==> src/rtl/seg_scan_driver.sv <==
// seg_scan_driver
//
// Multiplexed seven-segment display driver fed by a one-hot ring counter.
// Every cycle the digit picked by ring_in is fetched from a frame-stable
// value register (active), decoded to segments and registered onto the
// active-low outputs. New display values arrive through a valid/ready port
// into a shadow register. They are copied into active only at a frame
// boundary, so a frame never mixes old and new digits.
//
// Ports:
//   clk         system clock, rising edge
//   rstn        asynchronous active-low reset
//   ring_in     one-hot digit select; bit WIDTH-1 is the most significant digit
//   load_data   new display value, nibble i is digit i
//   load_valid  load_data is valid
//   load_ready  a load can be accepted (no value waiting for a frame boundary)
//   seg_n       active-low segments {g,f,e,d,c,b,a}, registered
//   dig_n       active-low digit enables, registered
//   onehot_err  sticky: ring_in was seen with zero or several bits set
//
// Parameters:
//   WIDTH       number of digits (must match the ring counter)
//   BLANK_LZ    1 blanks leading zeros, 0 shows every digit

module seg_scan_driver #(
    parameter int unsigned WIDTH    = 4,
    parameter int unsigned BLANK_LZ = 1
) (
    input  logic               clk,
    input  logic               rstn,
    input  logic [WIDTH-1:0]   ring_in,
    input  logic [4*WIDTH-1:0] load_data,
    input  logic               load_valid,
    output logic               load_ready,
    output logic [6:0]         seg_n,
    output logic [WIDTH-1:0]   dig_n,
    output logic               onehot_err
);

    localparam logic [WIDTH-1:0] RingFirst = WIDTH'(1);
    localparam logic [6:0]       SegBlank  = 7'h7f;

    // State
    logic [4*WIDTH-1:0] shadow_q, shadow_d;
    logic [4*WIDTH-1:0] active_q, active_d;
    logic               pending_q, pending_d;
    logic [WIDTH-1:0]   prev_ring_q, prev_ring_d;
    logic [6:0]         seg_n_q, seg_n_d;
    logic [WIDTH-1:0]   dig_n_q, dig_n_d;
    logic               onehot_err_q, onehot_err_d;

    // Combinational helpers
    logic               ring_onehot;
    logic               frame_start;
    logic               accept;
    logic               commit;
    logic [4*WIDTH-1:0] disp_val;
    logic [WIDTH-1:0]   lz_blank;
    logic               zero_above;
    logic [3:0]         sel_nibble;
    logic               sel_blank;

    // Hex digit to active-low {g,f,e,d,c,b,a}.
    function automatic logic [6:0] hex_to_seg(input logic [3:0] v);
        logic [6:0] s;
        unique case (v)
            4'h0: s = 7'b1000000;
            4'h1: s = 7'b1111001;
            4'h2: s = 7'b0100100;
            4'h3: s = 7'b0110000;
            4'h4: s = 7'b0011001;
            4'h5: s = 7'b0010010;
            4'h6: s = 7'b0000010;
            4'h7: s = 7'b1111000;
            4'h8: s = 7'b0000000;
            4'h9: s = 7'b0010000;
            4'ha: s = 7'b0001000;
            4'hb: s = 7'b0000011;
            4'hc: s = 7'b1000110;
            4'hd: s = 7'b0100001;
            4'he: s = 7'b0000110;
            4'hf: s = 7'b0001110;
        endcase
        return s;
    endfunction

    // Handshake, frame boundary and value registers
    always_comb begin
        // x & (x-1) clears the lowest set bit; zero result means at most one bit set.
        ring_onehot = (ring_in != '0) && ((ring_in & (ring_in - RingFirst)) == '0);
        // A held 0001 produces only one boundary; a corrupted select never matches.
        frame_start = (ring_in == RingFirst) && (prev_ring_q != RingFirst);
        commit      = frame_start && pending_q;
        // Accept needs pending low, so it can never coincide with a commit.
        accept      = load_valid && !pending_q;

        shadow_d    = shadow_q;
        active_d    = active_q;
        pending_d   = pending_q;
        prev_ring_d = ring_in;

        if (commit) begin
            active_d  = shadow_q;
            pending_d = 1'b0;
        end
        if (accept) begin
            shadow_d  = load_data;
            pending_d = 1'b1;
        end

        // The boundary sample already displays the new frame's digit 0, so
        // it must see the value being committed this cycle.
        disp_val = commit ? shadow_q : active_q;
    end

    // Leading-zero mask: scanning down from the MSD, a digit is blanked while
    // it and everything above it are zero. Digit 0 always shows.
    always_comb begin
        zero_above = 1'b1;
        lz_blank   = '0;
        for (int i = WIDTH - 1; i >= 0; i--) begin
            zero_above  = zero_above && (disp_val[4*i +: 4] == 4'h0);
            lz_blank[i] = (BLANK_LZ != 0) && (i > 0) && zero_above;
        end
    end

    // Digit select, decode and output next-state
    always_comb begin
        sel_nibble = 4'h0;
        sel_blank  = 1'b0;
        for (int i = 0; i < WIDTH; i++) begin
            if (ring_in[i]) begin
                sel_nibble = disp_val[4*i +: 4];
                sel_blank  = lz_blank[i];
            end
        end

        seg_n_d      = SegBlank;
        dig_n_d      = '1;
        onehot_err_d = onehot_err_q;

        if (ring_onehot) begin
            dig_n_d = ~ring_in;
            seg_n_d = sel_blank ? SegBlank : hex_to_seg(sel_nibble);
        end else begin
            // Corrupted select: dark display and a sticky error.
            onehot_err_d = 1'b1;
        end
    end

    always_ff @(posedge clk or negedge rstn) begin
        if (!rstn) begin
            shadow_q     <= '0;
            active_q     <= '0;
            pending_q    <= 1'b0;
            prev_ring_q  <= '0;
            seg_n_q      <= SegBlank;
            dig_n_q      <= '1;
            onehot_err_q <= 1'b0;
        end else begin
            shadow_q     <= shadow_d;
            active_q     <= active_d;
            pending_q    <= pending_d;
            prev_ring_q  <= prev_ring_d;
            seg_n_q      <= seg_n_d;
            dig_n_q      <= dig_n_d;
            onehot_err_q <= onehot_err_d;
        end
    end

    assign load_ready = !pending_q;
    assign seg_n      = seg_n_q;
    assign dig_n      = dig_n_q;
    assign onehot_err = onehot_err_q;

endmodule
==> config.mk <==
export PLATFORM = sky130hd
export DESIGN_NAME = seg_scan_driver
export DESIGN_NICKNAME = d
export VERILOG_FILES = /design/src/rtl/seg_scan_driver.sv
export SDC_FILE = /design/constraint.sdc
export NUM_CORES = 1
export LEC_CHECK = 0
export ABC_AREA = 1
export CAP_MARGIN = 20
export CORE_UTILIZATION = 35
export DETAILED_ROUTE_END_ITERATION = 8
export GPL_TIMING_DRIVEN = 0
export PLACE_DENSITY_LB_ADDON = 0.12
export SYNTH_ARGS = -nofsm -noshare
export SYNTH_HDL_FRONTEND = slang
export SYNTH_SLANG_ARGS = --single-unit
==> constraint.sdc <==
create_clock -name clk -period 4.1 [get_ports clk]
set_input_delay 0.82 -clock clk [delete_from_list [all_inputs] [get_ports clk]]
set_output_delay 0.82 -clock clk [all_outputs]
set_load 0.01 [all_outputs]
**Run 1: met1 routing**

Scale bar: 20 um. Supply wires on this layer in gray.
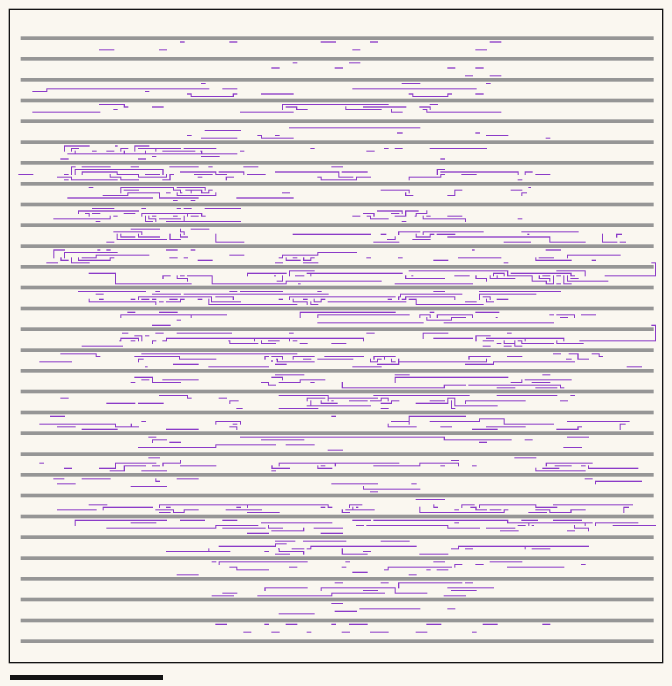
longest straight run: 26.7 um
share of all routed wire: 48%
main direction: horizontal
nets with wire on the layer: 313

**Run 1: the metal 2 layer**

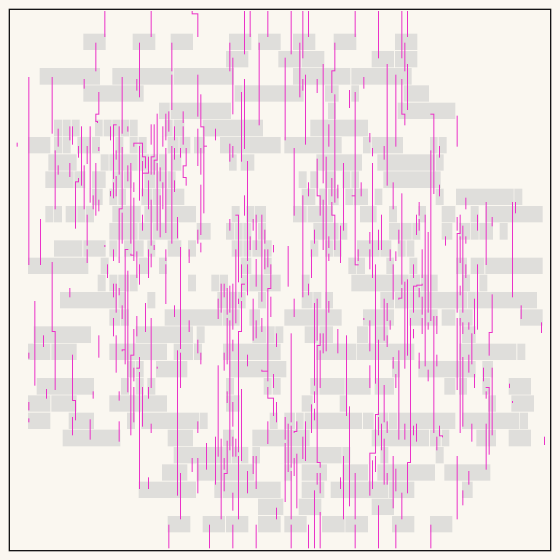
share of all routed wire: 47%
longest straight run: 30.6 um
main direction: vertical
nets with wire on the layer: 274

==> run summary, run 1 <==
Notes on the flow outputs.

- Total power normalized to cell area comes to 548 mW/mm^2.
- The worst hold slack across all endpoints reads between 400 and 500 ps.
- The number of sequential storage elements reads 49.
- The cell type with the largest total area reads dfrtp_1.
- The total inserted antenna cells is 0.
- The summed negative setup slack over all endpoints is 0 ps.
- The data arrival time of the worst path is ~3400 ps.
- The post-detailed-route wirelength per cell reads around 12 um.
- For the worst setup path, the data required time is approximately 4300 ps.
- The critical path's slowest cell reads clkdlybuf4s50_1.
- The total number of nets in the final design is roughly 350.
- The placed standard-cell area is 0.00289 sq mm.
- The floorplan-stage core utilization is between 30% and 40%.
- Counting instances in the post-synthesis netlist gives the leading cell types as nand2_1 (72), dfrtp_1 (38), inv_1 (31), nand3_1 (24), nor2_1 (22).
- The number of inverters outside the clock class in the layout reads 37.
- The element type at the critical path start reads an input pin.
- Together, buffers and inverters on the worst path number 3.
- The share of the yosys chip area belonging to registers reads 51.1%.
- According to the floorplan report, the total die area is 0.00727 sq mm.
- The clock-net power reads 0.291 mW.
- The and-or/or-and share of the synthesized area is under 10%.
- The switching share of total power is ~35%.
- The most crowded layer after global routing reads met2.
- The top logic cell by instance count in the layout reads nand2_1.
- The via count is 1,855.
- The power in sequential cells is roughly 0.73 mW.
- The actual slew at the worst max-slew pin reads 508 ps.
- The TritonCTS buffer count is 5.
- The pin count of the biggest net entering global routing reads 30.
- The number of antenna violations at the first check in global routing was 0.
- The worst setup path category reads input pin to flip-flop.
- The sequential cell area share reads a little over two fifths.
- The worst max-slew margin expressed relative to the limit reads 66.2%.
- TritonRoute reported its final design rule violation total as 0.
- The worst setup slack after layout reads 935 ps.
- The aggregate routed wire length reads between 4000 and 5000 um.
- Per the placement report, the placed cell count is between 300 and 400.
- The endpoint of the worst-slack reg-to-reg timing path reads seg_n[1].
- The met3 usage is 3.21%.
- The overflow left after global routing reads 0.
- Setup repair after global routing left no endpoint under its margin.
- Averaged over all synthesized cells, the footprint is 8.79 sq um.
- For this run, the number of standard cells in the final layout without fillers is about 400.
- The largest single stage delay on the critical path is around 600 ps.
- The leading cell category by total area is sequential cells.
- The total of fill cells in the finished design is around 650.
- The share of synthesized cell area in full adder, half adder and majority cells reads under 10%.
- The footprint of the flip-flops and latches is about 0.0012 sq mm.
- The sequential cell fraction of total power is 44.8%.
- The detailed placer's ending HPWL reads ~3700 um.
- The power in combinational cells reads a little over 0.6 mW.
- The flow ran to the end, and the final reports show no timing, DRC or antenna violations.
- The insertion delay at the late pin of the worst-skew pair is between 300 and 400 ps.
- The prevailing post-synth register cell reads dfrtp_1.
- In this run the critical register-to-register path is launched from prev_ring_q[3].
- The count of library flops with an enable pin is 0.
- The share of flip-flops with an asynchronous set or reset is 100%.
- The time the worst path needs with I/O delays and setup reads between 3000 and 4000 ps.
- The global-route wire length before repair reads approximately 8400 um.
- The clock buffer and inverter area fraction after layout reads approximately 3.0%.
- The non-clock buffer total of the final layout is ~42.
- OpenSTA, run right after detailed placement, puts the worst setup slack at 587 ps.
- Yosys stat counts approximately 280 cells in the synthesized netlist.
- The combined area of the multi-input logic cells reads approximately 1000 sq um.
- After routing the design area is around 0.0030 sq mm.
- The deepest clock path buffer count is 2.
- The via count of the first global-routing pass is 1,796.
- According to the timing report, the critical path is captured at seg_n[1].
- Timing would allow up to 0.316 GHz.
- The clock arrives with 7.08 ps of skew.
- Per the gpl log, the routability congestion estimate is ~0.81.
- The cell with the most instances after synthesis reads nand2_1.
- For reference, simple AND, OR, NAND and NOR cells occupy between 20 and 30% of the area reported after synthesis.
- Per the cell usage report, the commonest logic cells after layout are nand2_1 (72), dfrtp_1 (38), clkdlybuf4s50_1 (34), inv_1 (31), nand3_1 (24).
- The post-synthesis cell type count is 29.
- In the CTS report, the clock slew at the register clock pins of the worst setup and hold paths is listed as roughly 90 ps.
- The number of nets produced by synthesis is between 300 and 400.
- The gate family responsible for the most delay along the worst path is simple AND/OR/NAND/NOR gates.
- The power share of the combinational group reads between 30% and 40%.
- The beginning of the critical path is ring_in[3].
- The x dimension of the die reads ~85 um.
- The cell count after synthesis is around 280.
- STA shows the worst reg2reg path with a cell count of 15.
- The leakage component of the power was reported as roughly 1.5 nW.
- The clock sink count is between 40 and 50.
- The multi-input gate count is roughly 180.
**Run 1: signal wires on met3**

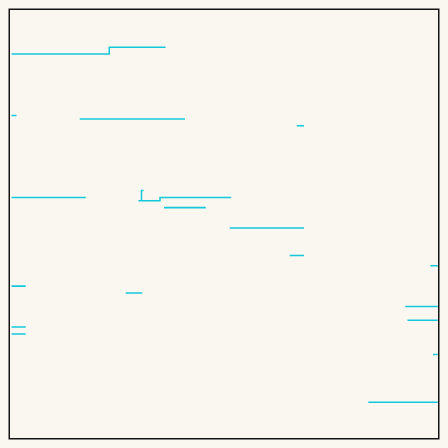
main direction: horizontal
share of all routed wire: 3.1%
longest straight run: 20.7 um

==> inputs of run 2 (changes only) <==
==> constraint.sdc (replaced) <==
create_clock -name clk -period 2.6 [get_ports clk]
set_input_delay 0.52 -clock clk [delete_from_list [all_inputs] [get_ports clk]]
set_output_delay 0.52 -clock clk [all_outputs]
set_load 0.01 [all_outputs]
**Run 2: signal wires on met3**

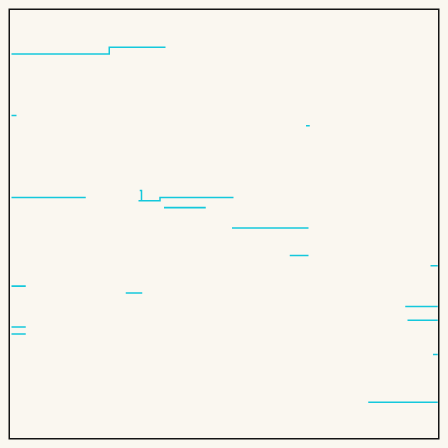
share of all routed wire: 2.6%
main direction: horizontal
wire length on this layer: 133 um
nets with wire on the layer: 12

==> run 2 against run 1 <==
Effect of this change:
- first-iteration DRC count is 17% lower
- power increased by 62%
- register-to-register slack got worse by 1400 ps
- routed wire length increased by 5.3%
- critical endpoint is now seg_n[3]
- final area grew 5.1%
- clock skew shrank 0.82 ps
- global-route usage about the same
- worst setup slack got worse by 790 ps
- clock power up 57%
- sequential share of layout area fell by 2.0 points
- synthesized cell count unchanged
==> run summary, run 2 <==
Notes on the flow outputs.

- Summed over all sequential cells, the power is between 1 and 1.5 mW.
- The yosys stat cell total is ~280.
- The design has ~49 sequential cells.
- The synthesis run shows the most used standard cells to be nand2_1 (72), dfrtp_1 (38), inv_1 (31), nand3_1 (24), nor2_1 (22).
- The power density over cell area is roughly 840 mW/mm^2.
- The cell count after synthesis is about 280.
- The element type at the critical path start is an input pin.
- The total inserted antenna cells is 0.
- met3 track demand over resource after global routing is about 3.2%.
- The non-clock buffer total of the final layout reads roughly 50.
- The critical path's slowest cell reads clkdlybuf4s50_1.
- Per report_power, the combinational group accounts for 39.0% of the total.
- Walking the worst path, the cells encountered are clkdlybuf4s50_1, buf_6, clkinv_1, nand2_4, nor2_8, nand3_4, buf_8, o211ai_1, nand3_2, nand2_4, inv_2, ha_2, inv_1, nand3_1, nand3_1, nand3_1.
- The number of nets produced by synthesis is approximately 300.
- The prevailing post-synth register cell is dfrtp_1.
- The total of fill cells in the finished design reads between 600 and 700.
- The sequential cell area share reads between 30% and 40%.
- The clock buffer and inverter area fraction after layout reads 2.88%.
- The layout stage reports a final design area of between 0.003 and 0.004 sq mm.
- The detailed router placed roughly 1,900 vias in this run.
- The deepest clock path buffer count reads 2.
- The timing report attributes the biggest portion of critical-path delay to buffers and inverters.
- The flow ran to the end, and the final reports show no timing, DRC or antenna violations.
- The final weighted congestion in routability-driven placement is between 0.8 and 0.9.
- From left edge to right edge, the die measures between 80 and 90 um.
- The total number of nets in the final design reads between 300 and 400.
- The worst hold slack across all endpoints is about 160 ps.
- Ranked by total area, the top cell class in this layout is sequential cells.
- The actual slew at the worst max-slew pin is ~510 ps.
- After synthesis, the share of flip-flops with an asynchronous set or reset is 100%.
- The data required time of the critical path reads roughly 2800 ps.
- Per the OpenROAD power report, switching power amounts to between 0.9 and 1 mW.
- The combined area of the multi-input logic cells is approximately 0.0011 sq mm.
- The pin count of the biggest net entering global routing is 30.
- The worst reg-to-reg path cell count is 14.
- The synthesized netlist devotes 29.3% of its cell area to simple gates.
- The yosys synthesis chip area is approximately 0.0024 sq mm.
- Per the layout report, the design carries 37 non-clock inverters.
- The clock-pin slew reported for the worst setup and hold paths after clock tree synthesis reads around 90 ps.
- The switching share of total power reads between 30% and 40%.
- The mean cell area of the mapped netlist reads 8.79 sq um.
- The insertion delay at the late pin of the worst-skew pair reads just over 300 ps.
- The maximum frequency from static timing analysis is 0.407 GHz.
- The cell type with the largest total area reads dfrtp_1.
- The and-or/or-and share of the synthesized area reads about 4.5%.
- The sequential cell fraction of total power is 43.7%.
- The stage delay of the slowest cell on the critical path reads around 430 ps.
- The final worst clock skew is roughly 6.3 ps.
- Per the detailed placement report, the placed cell area equals 0.00289 sq mm.
- The top-level I/O count is 36.
- The time the worst path needs with I/O delays and setup is ~2500 ps.
- The first global-routing pass estimated ~8400 um of wire.
- The share of the yosys chip area belonging to registers is roughly 51%.
- Combinational cells consume a total of ~1.0 mW.
- The worst setup path category reads input pin to flip-flop.
- Counting every sink on the clock net gives 49.
- The worst reg2reg path startpoint reads prev_ring_q[0].
- The finished layout holds 406 standard cells, fillers aside.
- The worst setup slack after layout is 144 ps.
- The synthesized netlist devotes under 10% of its cell area to adder and majority cells.
- In the layout the commonest cells are nand2_1 (70), dfrtp_1 (38), clkdlybuf4s50_1 (32), inv_1 (30).
- The number of placed cells counting well taps reads 389.
- The clock-net power is 0.457 mW.
- The static leakage is roughly 1.5 nW.
- The routed layout reports a DRC error count of 0.
- The TritonCTS buffer count is 5.
- The top logic cell by instance count in the layout is nand2_1.
- Per the GRT congestion report, total overflow comes to 0.
- The layout report lists the combined flip-flop and latch area as ~0.0012 sq mm.
- For this sky-water flow run, the detailed-routed wirelength per cell is reported as 12.6 um.
- In this run the most used layer during global routing was met2.
- The multi-input gate count is 184.
- The post-synthesis cell type count is 29.
- The end of the critical path reads seg_n[3].
- The floorplan-stage core utilization is between 30 and 40%.
- The worst path buffer plus inverter count reads 6.
- STA puts the critical path data arrival time at approximately 2700 ps.
- The endpoint of the worst-slack reg-to-reg timing path is seg_n[3].
- The detailed placer's ending HPWL is around 3700 um.
- Summed over all failing endpoints, the final setup total negative slack is 0 ps.
- The count of library flops with an enable pin reads 0.
==> inputs of run 3 (changes only) <==
--- a/config.mk
+++ b/config.mk
@@ -9,7 +9,6 @@
 export CAP_MARGIN = 20
 export CORE_UTILIZATION = 35
 export DETAILED_ROUTE_END_ITERATION = 8
-export GPL_TIMING_DRIVEN = 0
 export PLACE_DENSITY_LB_ADDON = 0.12
 export SYNTH_ARGS = -nofsm -noshare
 export SYNTH_HDL_FRONTEND = slang
**Run 3: the metal 2 layer**

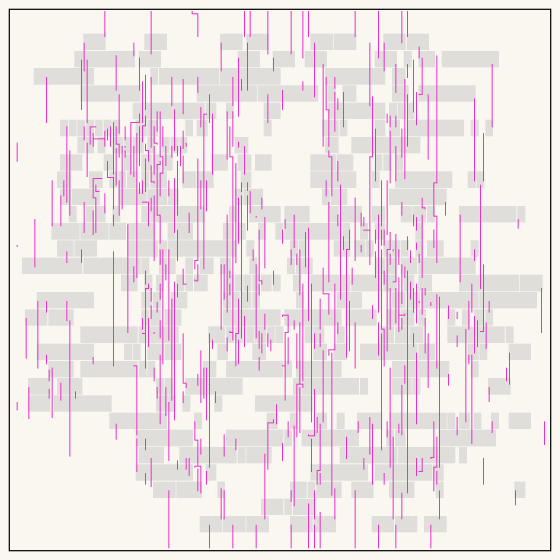
share of all routed wire: 48%
wire length on this layer: 2,370 um

==> run 3 against run 2 <==
Effect of this change:
- final cell count up 2.0%
- global-route usage grew 0.37 points
- area after synthesis stayed put
- count of clock-buffer cells in the layout stayed put
- clock skew is 2.9 ps higher
- sequential share of layout area decreased by 0.36 points
- first-iteration DRC count increased by 21%
- combinational power is essentially flat
- clock power grew 43%
==> run summary, run 3 <==
Notes on the flow outputs.

- Combinational cells consume a total of 1.03 mW.
- The post-placement worst setup slack reads -135 ps.
- The fraction of final cell area spent on clock buffers and inverters in this run is 4.35%.
- The share of flip-flops with an asynchronous set or reset is 100%.
- The power density over cell area is around 900 mW/mm^2.
- The clock-net power is about 0.65 mW.
- The placed standard-cell area is roughly 0.0030 sq mm.
- The number of antenna violations at the first check in global routing reads 0.
- The top-level I/O count is 36.
- The overflow left after global routing reads 0.
- The actual slew at the worst max-slew pin reads between 800 and 900 ps.
- The x dimension of the die is between 80 and 90 um.
- The final-layout non-clock buffer area share reads between 15 and 20%.
- The number of inverters outside the clock class in the layout reads 37.
- The final weighted congestion in routability-driven placement is around 0.81.
- The first global-routing pass estimated 8780 um of wire.
- For reference, the top cells by count after synthesis are nand2_1 (72), dfrtp_1 (38), inv_1 (31), nand3_1 (24), nor2_1 (22).
- The number of standard cells in the layout, taps in and fillers out reads 414.
- The worst max-slew margin expressed relative to the limit is between 40% and 50%.
- The time the worst path needs with I/O delays and setup reads roughly 2400 ps.
- The top logic cell by instance count in the layout reads nand2_1.
- The final worst clock skew is between 9 and 10 ps.
- The worst hold slack across all endpoints reads 333 ps.
- The share of synthesized cell area in full adder, half adder and majority cells is between 3 and 4%.
- The run finished with clean final reports.
- The multi-input gate count is 184.
- The post-detailed-route wirelength per cell reads about 12 um.
- The beginning of the critical path reads ring_in[3].
- The met3 usage is 3.21%.
- Summing the areas of all compound-gate instances in the mapped netlist gives roughly 4.5% of the synthesized area.
- The static leakage is roughly 1.6 nW.
- The worst reg-to-reg path cell count reads 16.
- Leaving out the clock tree, the finished layout contains a buffer count of roughly 59.
- For the worst-skew pair, the clock arrives at the later sink with an insertion delay of around 300 ps.
- The total inserted antenna cells is 0.
- The worst setup path is of the input pin to flip-flop kind.
- The cell count after synthesis is about 280.
- The DRC violation count after routing is 0.
- Sorting the synthesis cell report by count puts at the top nand2_1.
- The pin count of the biggest net entering global routing reads 42.
- The via count of the first global-routing pass came to 1,880.
- The final non-filler cell area is 0.00316 sq mm.
- After synthesis, the mean cell area works out to between 8 and 9 sq um.
- For this design the total switching power over the nets is roughly 0.94 mW.
- The capture point of the critical path was reported as seg_n[6].
- The CTS log lists the clock sinks for this run as between 40 and 50.
- Counting distinct cell types in the post-synthesis netlist gives 29.
- The summed negative setup slack over all endpoints reads 0 ps.
- The final route contains between 1,500 and 2,000 vias.
- Leaving out fill and tap cells, the most frequent cells in the layout are nand2_1 (72), dfrtp_1 (38), clkdlybuf4s50_1 (34), inv_1 (31), nand3_1 (24).
- The worst register-to-register path ends at seg_n[6].
- The stage delay of the slowest cell on the critical path reads 480 ps.
- The yosys stat cell total is 276.
- The post-synthesis simple-gate area fraction is roughly 29%.
- The total number of nets in the final design is about 370.
- The worst reg2reg path startpoint reads prev_ring_q[1].
- The element type at the critical path start is an input pin.
- The signal on the critical path passes through clkdlybuf4s50_1, inv_4, nand2_4, nor2_8, buf_6, nand4_1, nand2_1, nand2_1, nand2_1, nand2_1, nand2_1, o21ai_1, buf_4, ha_1, nand2_2, nor2_1, nor2_1, nand2_1.
- The worst setup slack after layout is around 210 ps.
- Per the layout area report, the sequential fraction of cell area is 39.2%.
- For this run, the register share of the synthesized area comes to between 50% and 60%.
- The leading cell category by total area reads sequential cells.
- The power share of the combinational group reads between 30% and 40%.
- The number of sequential storage elements is just under 50.
- The data required time of the critical path reads around 2800 ps.
- The script reports the combined buffer and inverter count of the critical path as 4.
- In this run switching power makes up between 30 and 40% of total power.
- The aggregate routed wire length reads 4960 um.
- The most crowded layer after global routing is met2.
- The footprint of the flip-flops and latches reads around 0.0012 sq mm.
- The deepest clock path buffer count is 2.
- The area enclosed by the die boundary is between 0.007 and 0.008 sq mm.
Power is estimated from default activity; no workload was simulated.
